$ cat config.mk
export PLATFORM = sky130hd
export DESIGN_NAME = budget_watchdog_flat
export DESIGN_NICKNAME = d
export VERILOG_FILES = /design/src/rtl/budget_watchdog_pkg.sv /design/src/rtl/budget_watchdog_if.sv /design/src/rtl/budget_watchdog.sv /design/src/flat_wrapper.sv
export SDC_FILE = /design/constraint.sdc
export NUM_CORES = 1
export LEC_CHECK = 0
export CORE_UTILIZATION = 30
export CTS_BUF_LIST = sky130_fd_sc_hd__clkbuf_8
export CTS_CLUSTER_DIAMETER = 60
export DETAILED_ROUTE_END_ITERATION = 7
export PLACE_DENSITY_LB_ADDON = 0.12
export SLEW_MARGIN = 10
export SYNTH_ARGS = -nofsm -noshare
export SYNTH_HDL_FRONTEND = slang
export SYNTH_SLANG_ARGS = --single-unit
$ cat constraint.sdc
create_clock -name clk_i -period 4 [get_ports clk_i]
set_input_delay 0.6 -clock clk_i [delete_from_list [all_inputs] [get_ports clk_i]]
set_output_delay 0.6 -clock clk_i [all_outputs]
set_load 0.05 [all_outputs]
$ cat src/rtl/budget_watchdog_pkg.sv
// Shared AXI-monitor definitions for the budget watchdog: default widths, the
// burst-length type produced by dynamic_budget, and the watchdog state encoding.
package budget_watchdog_pkg;

  localparam int unsigned DefAccuCntWidth = 16;
  localparam int unsigned DefCntWidth     = 20;
  localparam int unsigned DefToCntWidth   = 8;

  typedef logic [DefAccuCntWidth-1:0] accu_cnt_t;

  // Plain 2-bit constants keep the encoding visible to legacy tooling.
  typedef logic [1:0] wd_state_t;
  localparam wd_state_t StIdle    = 2'd0;
  localparam wd_state_t StCount   = 2'd1;
  localparam wd_state_t StTimeout = 2'd2;

endpackage

$ cat src/rtl/budget_watchdog_if.sv
// Control/status bundle between the monitor core (master) and the budget watchdog (slave).
interface budget_watchdog_if
  import budget_watchdog_pkg::*;
#(
  parameter int unsigned AccuCntWidth = DefAccuCntWidth,
  parameter int unsigned CntWidth     = DefCntWidth,
  parameter int unsigned ToCntWidth   = DefToCntWidth
);

  logic                    enable_i;
  logic [AccuCntWidth-1:0] accum_burst_len_i;
  logic                    txn_pending_i;
  logic                    progress_i;
  logic                    irq_clear_i;
  logic                    timeout_o;
  logic                    irq_o;
  logic [CntWidth-1:0]     remaining_o;
  logic [ToCntWidth-1:0]   timeout_cnt_o;

  modport master (
    output enable_i,
    output accum_burst_len_i,
    output txn_pending_i,
    output progress_i,
    output irq_clear_i,
    input  timeout_o,
    input  irq_o,
    input  remaining_o,
    input  timeout_cnt_o
  );

  modport slave (
    input  enable_i,
    input  accum_burst_len_i,
    input  txn_pending_i,
    input  progress_i,
    input  irq_clear_i,
    output timeout_o,
    output irq_o,
    output remaining_o,
    output timeout_cnt_o
  );

endinterface

$ cat src/rtl/budget_watchdog.sv
// Converts the outstanding burst length into a cycle budget, counts it down while
// transactions are pending, and raises a sticky timeout/interrupt when it runs out.
module budget_watchdog
  import budget_watchdog_pkg::*;
#(
  parameter int unsigned AccuCntWidth = DefAccuCntWidth,
  parameter int unsigned CntWidth     = DefCntWidth,
  parameter int unsigned ScaleShift   = 1,
  parameter int unsigned ToCntWidth   = DefToCntWidth
) (
  input  logic             clk_i,
  input  logic             rst_ni,
  budget_watchdog_if.slave wd
);

  localparam int unsigned WideWidth = CntWidth + ScaleShift;

  // Widen before shifting so overflow is detectable, then clamp to all ones.
  function automatic logic [CntWidth-1:0] budget_of(input logic [AccuCntWidth-1:0] len);
    logic [WideWidth-1:0] wide;
    wide = WideWidth'(len) << ScaleShift;
    if ((wide >> CntWidth) != '0) begin
      return '1;
    end
    return wide[CntWidth-1:0];
  endfunction

  wd_state_t             state_q, state_d;
  logic [CntWidth-1:0]   cnt_q, cnt_d;
  logic                  irq_q, irq_d;
  logic [ToCntWidth-1:0] to_cnt_q, to_cnt_d;
  logic [CntWidth-1:0]   budget;
  logic                  active;

  assign budget = budget_of(wd.accum_burst_len_i);
  assign active = wd.enable_i && wd.txn_pending_i;

  always_comb begin
    state_d  = state_q;
    cnt_d    = cnt_q;
    irq_d    = irq_q;
    to_cnt_d = to_cnt_q;
    case (state_q)
      StIdle: begin
        if (active) begin
          state_d = StCount;
          cnt_d   = budget;
        end else begin
          cnt_d = '0;
        end
      end
      StCount: begin
        if (!active) begin
          state_d = StIdle;
          cnt_d   = '0;
        end else if (wd.progress_i) begin
          cnt_d = budget;
        end else if (cnt_q == '0) begin
          state_d = StTimeout;
          irq_d   = 1'b1;
          if (to_cnt_q != '1) begin
            to_cnt_d = to_cnt_q + ToCntWidth'(1);
          end
        end else begin
          cnt_d = cnt_q - CntWidth'(1);
        end
      end
      StTimeout: begin
        // Everything except the software clear is ignored until acknowledged.
        cnt_d = '0;
        if (wd.irq_clear_i) begin
          state_d = StIdle;
          irq_d   = 1'b0;
        end
      end
      default: begin
        state_d = StIdle;
        cnt_d   = '0;
        irq_d   = 1'b0;
      end
    endcase
  end

  always_ff @(posedge clk_i or negedge rst_ni) begin
    if (!rst_ni) begin
      state_q  <= StIdle;
      cnt_q    <= '0;
      irq_q    <= 1'b0;
      to_cnt_q <= '0;
    end else begin
      state_q  <= state_d;
      cnt_q    <= cnt_d;
      irq_q    <= irq_d;
      to_cnt_q <= to_cnt_d;
    end
  end

  assign wd.timeout_o     = (state_q == StTimeout);
  assign wd.irq_o         = irq_q;
  assign wd.remaining_o   = cnt_q;
  assign wd.timeout_cnt_o = to_cnt_q;

endmodule
$ cat src/flat_wrapper.sv
// flat-port wrapper written by rule: the top's interface ports become plain ports
module budget_watchdog_flat import budget_watchdog_pkg::*;
#(
  parameter int unsigned AccuCntWidth = DefAccuCntWidth,
  parameter int unsigned CntWidth     = DefCntWidth,
  parameter int unsigned ScaleShift   = 1,
  parameter int unsigned ToCntWidth   = DefToCntWidth
)
  (clk_i, rst_ni, wd_enable_i, wd_accum_burst_len_i, wd_txn_pending_i, wd_progress_i, wd_irq_clear_i, wd_timeout_o, wd_irq_o, wd_remaining_o, wd_timeout_cnt_o);
  budget_watchdog_if #(.AccuCntWidth(AccuCntWidth), .CntWidth(CntWidth), .ToCntWidth(ToCntWidth)) wd_i ();
  input  logic clk_i;
  input  logic rst_ni;
  input wire logic [$bits(wd_i.enable_i)-1:0] wd_enable_i;
  input wire logic [$bits(wd_i.accum_burst_len_i)-1:0] wd_accum_burst_len_i;
  input wire logic [$bits(wd_i.txn_pending_i)-1:0] wd_txn_pending_i;
  input wire logic [$bits(wd_i.progress_i)-1:0] wd_progress_i;
  input wire logic [$bits(wd_i.irq_clear_i)-1:0] wd_irq_clear_i;
  output wire logic [$bits(wd_i.timeout_o)-1:0] wd_timeout_o;
  output wire logic [$bits(wd_i.irq_o)-1:0] wd_irq_o;
  output wire logic [$bits(wd_i.remaining_o)-1:0] wd_remaining_o;
  output wire logic [$bits(wd_i.timeout_cnt_o)-1:0] wd_timeout_cnt_o;
  assign wd_i.enable_i = wd_enable_i;
  assign wd_i.accum_burst_len_i = wd_accum_burst_len_i;
  assign wd_i.txn_pending_i = wd_txn_pending_i;
  assign wd_i.progress_i = wd_progress_i;
  assign wd_i.irq_clear_i = wd_irq_clear_i;
  assign wd_timeout_o = wd_i.timeout_o;
  assign wd_irq_o = wd_i.irq_o;
  assign wd_remaining_o = wd_i.remaining_o;
  assign wd_timeout_cnt_o = wd_i.timeout_cnt_o;
  budget_watchdog #(.AccuCntWidth(AccuCntWidth), .CntWidth(CntWidth), .ScaleShift(ScaleShift), .ToCntWidth(ToCntWidth)) u_core (.clk_i(clk_i), .rst_ni(rst_ni), .wd(wd_i));
endmodule
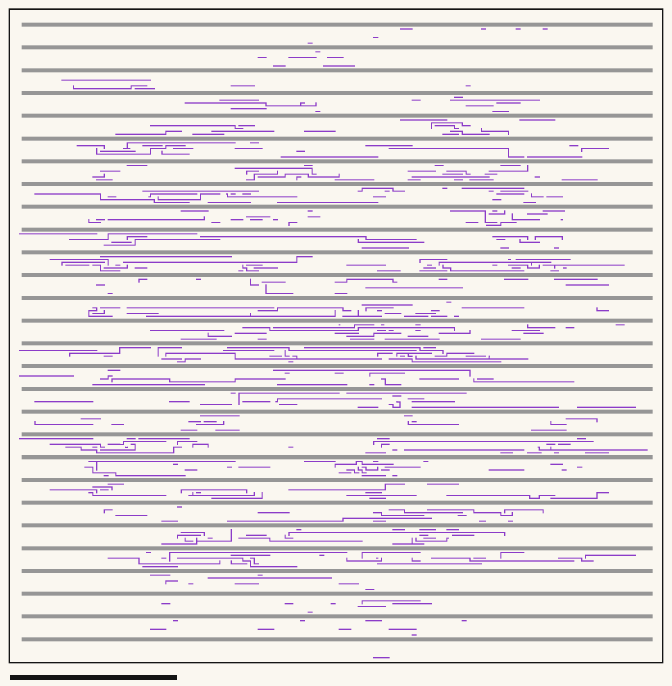
**Above:** run 1 (the metal 1 layer).
Bar = 20 um. Supply wires on this layer in grey.
- share of all routed wire: 48%
- nets with wire on the layer: 216

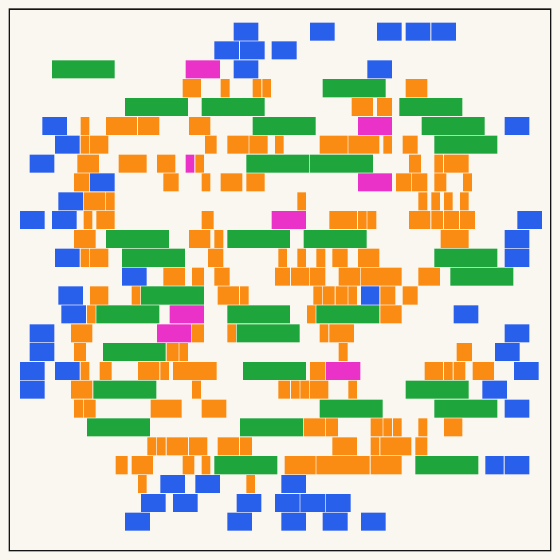
**Above:** run 1 (cell classes on the final placement).
- blue: other buffers and delay cells (cells 53; share of their area 22%)
- orange: all other logic (cells 145; share of their area 40%)
- magenta: clock drivers and dummy loads (cells 8; share of their area 4.3%)
- green: flops (cells 31; share of their area 33%)
Rows: 27
Placeable Area: 5540 um2
final core occ: 43.86%

==> results.yml, run 1 <==
# flow metrics
timing:
  worst_slack_ns: 1.678
  final_max_slew_viol_count: 0
  rsz0062_at_grt: "no"
  setup_viol: 0
drt:
  drt_iter0_drc: 94
  drc_errors: 0
  wl_um: 4158
  drt-vias-per-instance: 4.773
clocking:
  ctsResizeCount: 0
  clock-root-buffer: "clkbuf_8"
  h-tree-depth: 2
placement:
  gp_congestion: 0.7756
  post-place-ws_ns: 1.494
worst_setup_path:
  crit_path_end_kind: "primary output"
  critPathLaunch: "u_core.state_q[0]$_DFFE_PN0P_"
  path_class: "reg -> out"
run:
  warning_count: 27
finish:
  layout_top_cell: "clkdlybuf4s50_1"
logic_synthesis:
  synth-edff-count: 0
  top_cell_area_share_pct: 44.86
  yosys-top-cells-area: "dfrtp_1, xnor2_1, nand2_1"
  synthCells: 180
outcome:
  outcome: "finished, final reports clean"
die:
  die_height_um: 77.92
  dieArea_um2: 6072
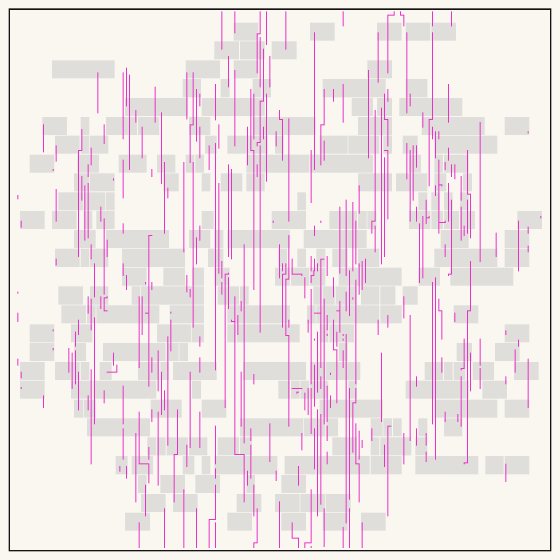
**Above:** run 1 (signal wires on met2).
Cells faint in the background.
- share of all routed wire: 45%
- main direction: vertical
- longest straight run: 32.6 um
- nets with wire on the layer: 209

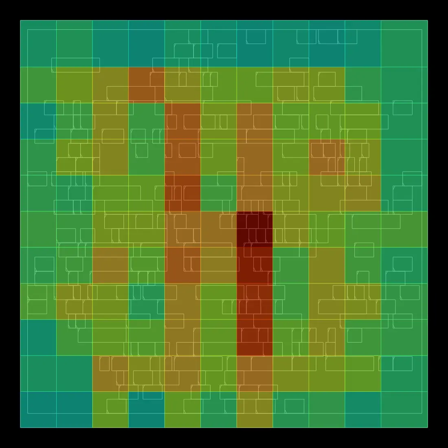
**Above:** run 1 (routing congestion).
met3 Use GR: 5.176%
GRT Util Overall: 15.42%

## run 1: synthesized netlist by cell type, types with 4 or more instances
library cell	n
xor2_1	8
and3_1	4
a211oi_1	8
nor2_1	23
inv_1	5
nor3_1	7
dfrtp_1	31
nand3_1	4
o21ai_0	8
nand2_1	24
clkbuf_1	4
xnor2_1	12
## run 1: logic make-up after synthesis
kind of cell	after synthesis	share of synthesized area [%]
buf+inv	9	1.954
simple gates	89	28.87
mux	5	3.111
flops	31	44.86
xor+xnor	20	10.13
fa+ha+maj	3	2.171
compound gates	23	8.900
## run 1: final cells by class
type / instances / area (um2)
Fill cell: 574 / 3110
Multi-Input combinational cell: 140 / 919.6
Sequential cell: 31 / 775.7
Timing Repair Buffer: 53 / 525.5
Clock buffer: 7 / 96.34
Tap cell: 72 / 90.09
Inverter: 5 / 18.77
Clock inverter: 1 / 3.754
## run 1: per-stage QoR
stage / hold slack [ns] / area, um2 / instances
5_1_grt: 0.5063 / 2430 / 309
6_report: 0.4777 / 2430 / 309
3_5_place_dp: 0.4670 / 2330 / 301
3_3_place_gp: 0.4657 / 2330 / 301
4_1_cts: 0.4829 / 2430 / 309
2_1_floorplan: 0.3044 / 1729 / 180
## run 1: final timing paths
check                           slack [ns]                                     to  depth (start not counted)
min in group asynchronous             0.71   u_core.wd.remaining_o[0]$_DFFE_PN0P_                          2
worst min-delay path                  0.48            u_core.wd.irq_o$_DFFE_PN0P_                          1
max in group asynchronous             2.99   u_core.wd.remaining_o[4]$_DFFE_PN0P_                          2
worst max register to register        1.70  u_core.wd.remaining_o[12]$_DFFE_PN0P_                          7
worst max-delay path                  1.68                           wd_timeout_o                          2
worst min register to register        0.48            u_core.wd.irq_o$_DFFE_PN0P_                          1
## run 1: sequential cells by signal, summed over array words and instances, names as in the netlist
| register | flops |
|---|---|
| u_core.wd.irq_o | 1 |
| u_core.wd.remaining_o | 20 |
| u_core.wd.timeout_cnt_o | 8 |
| u_core.state_q | 2 |
## run 1: layer usage
layer  up-vias  part of all wire, %  global-route usage (%)
met5         -                    0                       0
met4         0                  1.2                   5.370
li1        741                    -                       -
met2        44                   45                   24.42
met1       683                   48                   19.55
met3         7                  6.0                   5.176
## run 1: power breakdown
part	leakage, uW	internal [uW]	switching, uW
combinational	0.000587	86.6	120
sequential	0.000417	328	20.8
clock	0.0000557	154	116
total	0.00106	569	258
**Run 1: metal 3**

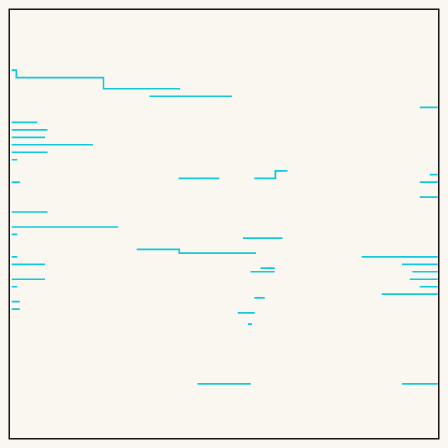

==> inputs of run 2 (changes only) <==
==> constraint.sdc (replaced) <==
create_clock -name clk_i -period 2.35 [get_ports clk_i]
set_input_delay 0.3525 -clock clk_i [delete_from_list [all_inputs] [get_ports clk_i]]
set_output_delay 0.3525 -clock clk_i [all_outputs]
set_load 0.05 [all_outputs]
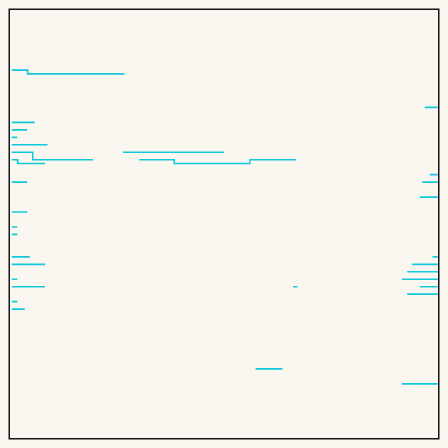
**Above:** run 2 (metal 3).
- nets with wire on the layer: 30
- wire length on this layer: 173 um
- share of all routed wire: 4.0%
- main direction: horizontal

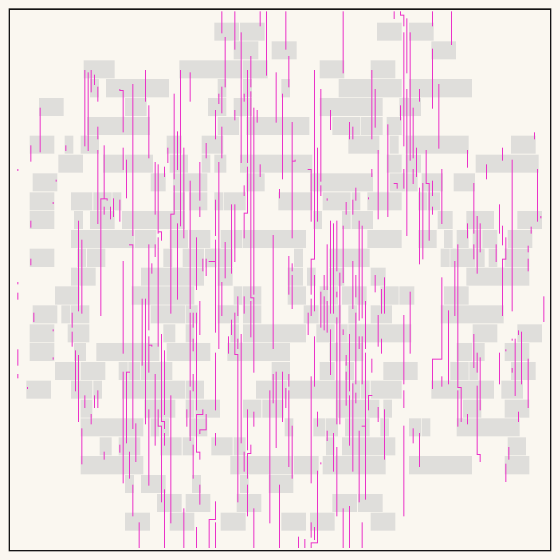
**Above:** run 2 (signal wires on met2).
Cells faint in the background.
- longest straight run: 29.7 um
- nets with wire on the layer: 223
- wire length on this layer: 2,040 um
- main direction: vertical

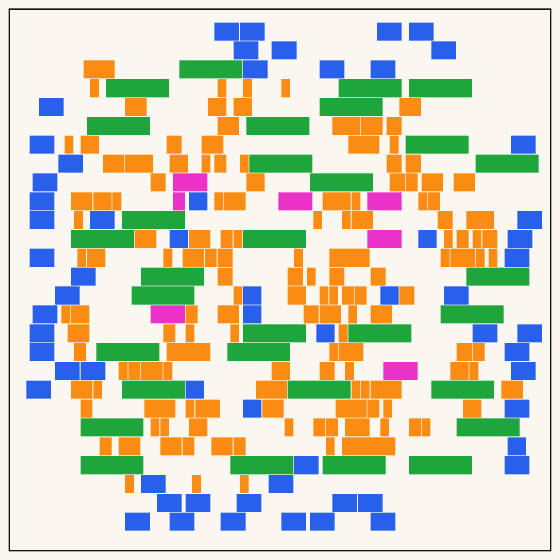
**Above:** run 2 (cell classes on the final placement).
- orange: all other logic (cells 145; share of their area 39%)
- green: flops (cells 31; share of their area 32%)
- blue: other buffers and delay cells (cells 61; share of their area 25%)
- magenta: clock drivers and dummy loads (cells 7; share of their area 3.7%)
final core occ: 44.72%
design area: 2477 um2

==> run 2 against run 1 <==
Routed wire length up 4.2%. Via count up 1.2%. Clock skew down 0.0055 ns. Sequential cell count unchanged. Core utilization up 0.86 points. Non-clock buffer count up 8. Largest power group unchanged. Critical path type is now reg -> reg. Setup slack worse by 1.4 ns. Clock power up 58%. Register-to-register slack worse by 1.4 ns. Synthesized area unchanged.
==> results.yml, run 2 <==
# flow metrics
clocking:
  h-tree-depth: 2
  ctsResizeCount: 0
  cts_buffers: 5
  clock-root-buffer: "clkbuf_8"
power_and_ir_drop:
  swShare_pct: 31.90
  p_int_uw: 947.7
  pwr-share-clk_pct: 30.8
  seqPwrFrac_pct: 42.6
  p_sw_uw: 443.8
placement:
  gp_congestion: 0.7674
  post-place-ws_ns: 0.1534
drt:
  drt-vias-per-instance: 4.725
  drt_iter0_drc: 103
  drc_errors: 0
  wl_um: 4331
worst_setup_path:
  r2r-end: "u_core.wd.timeout_cnt_o[6]$_DFFE_PN0P_"
  r2r_slack_ns: 0.27
  path_cells: "nor4_1, nand2_1, nor3_4, nand4_1, mux2_2"
  crit_end: "u_core.wd.timeout_cnt_o[6]$_DFFE_PN0P_"
  critPathLaunch: "u_core.wd.remaining_o[12]$_DFFE_PN0P_"
  crit_path_end_kind: "flip-flop"
  r2r_cells: 5
  path_class: "reg -> reg"
timing:
  rsz0062_at_grt: "no"
  worst_slack_ns: 0.2687
  worst_pin_slew_ns: 0.5330
  final_max_slew_viol_count: 0
  whs_ns: 0.4736
  setup_viol: 0
die:
  core_area_um2: 5540
  dieArea_um2: 6072
finish:
  fin_cells: 316
  n_fill_cell: 583
  largest_reg_flops: 20
  layout_top_cell: "clkdlybuf4s50_1"
global_route:
  track_usage_pct: 16.03
logic_synthesis:
  synth-edff-count: 0
  top_cell_area_share_pct: 44.86
  synth.most_common_cell: "dfrtp_1"
  synthCells: 180
  ys_top_cells_by_count: "dfrtp_1, nand2_1, nor2_1"
  fp_nets: 205
run:
  warning_count: 27
outcome:
  outcome: "finished, final reports clean"
## run 2: netlist changes by cell type in the layout (fill, tap and decap cells not counted), sizes merged
cell	before	now
clkinv	0	1
inv	6	5
clkbuf	7	6
buf	2	10
## run 2: worst max-delay path: cells and delay by family (launching register included)
family	cells	cell delay, ns
and+or+nand+nor	4	1.26
muxes	1	0.28
DFF	1	0.43
## run 2: stage by stage
stage	area [um2]	power [uW]
2_1_floorplan	1729	827.9
6_report	2477	1392
4_1_cts	2477	1415
3_5_place_dp	2390	976.0
3_3_place_gp	2390	976.2
5_1_grt	2477	1473
## run 2: worst min path at each step
stage / to / slack, ns / depth (start not counted)
after floorplan: u_core.state_q[0]$_DFFE_PN0P_ / 0.06 / 0
after global placement: u_core.wd.irq_o$_DFFE_PN0P_ / 0.46 / 1
after detailed placement: u_core.wd.irq_o$_DFFE_PN0P_ / 0.47 / 1
after CTS: u_core.wd.remaining_o[0]$_DFFE_PN0P_ / 0.48 / 2
after global routing: u_core.wd.irq_o$_DFFE_PN0P_ / 0.49 / 1
final: u_core.wd.remaining_o[0]$_DFFE_PN0P_ / 0.47 / 2
## run 2: area by class of cell
type | count | area, um2 | area share [%]
clock buffer | 6 | 82.58 | 3.333
timing repair buffer | 61 | 585.6 | 23.64
clock inverter | 1 | 5.005 | 0.2020
sequential | 31 | 775.7 | 31.31
inverter | 5 | 18.77 | 0.7576
tap | 72 | 90.09 | 3.636
multi-input combinational | 140 | 919.6 | 37.12
## run 2: logic make-up (layout without fill, tap and decap cells)
kind of cell | after synthesis | in the layout | share of synthesized area [%]
mux | 5 | 5 | 3.111
flops | 31 | 31 | 44.86
buf+inv | 9 | 73 | 1.954
fa+ha+maj | 3 | 3 | 2.171
compound gates | 23 | 23 | 8.900
xor+xnor | 20 | 20 | 10.13
simple gates | 89 | 89 | 28.87
## run 2: power groups by stage
stage | sequential [uW] | combinational [uW] | clock, uW
floorplan | 679 | 149 | 0
global placement | 603 | 373 | 0
detailed placement | 602 | 374 | 0
CTS | 593 | 376 | 446
global route | 597 | 405 | 471
finish | 593 | 370 | 429
## run 2: metal layers
metal,part of all wire (%),global-route usage [%]
met5,0,0
met4,0.85,3.333
met3,4.0,5.176
met2,47,26.81
met1,48,20.18
No activity file was given, so power comes from the tool's default toggle rates.
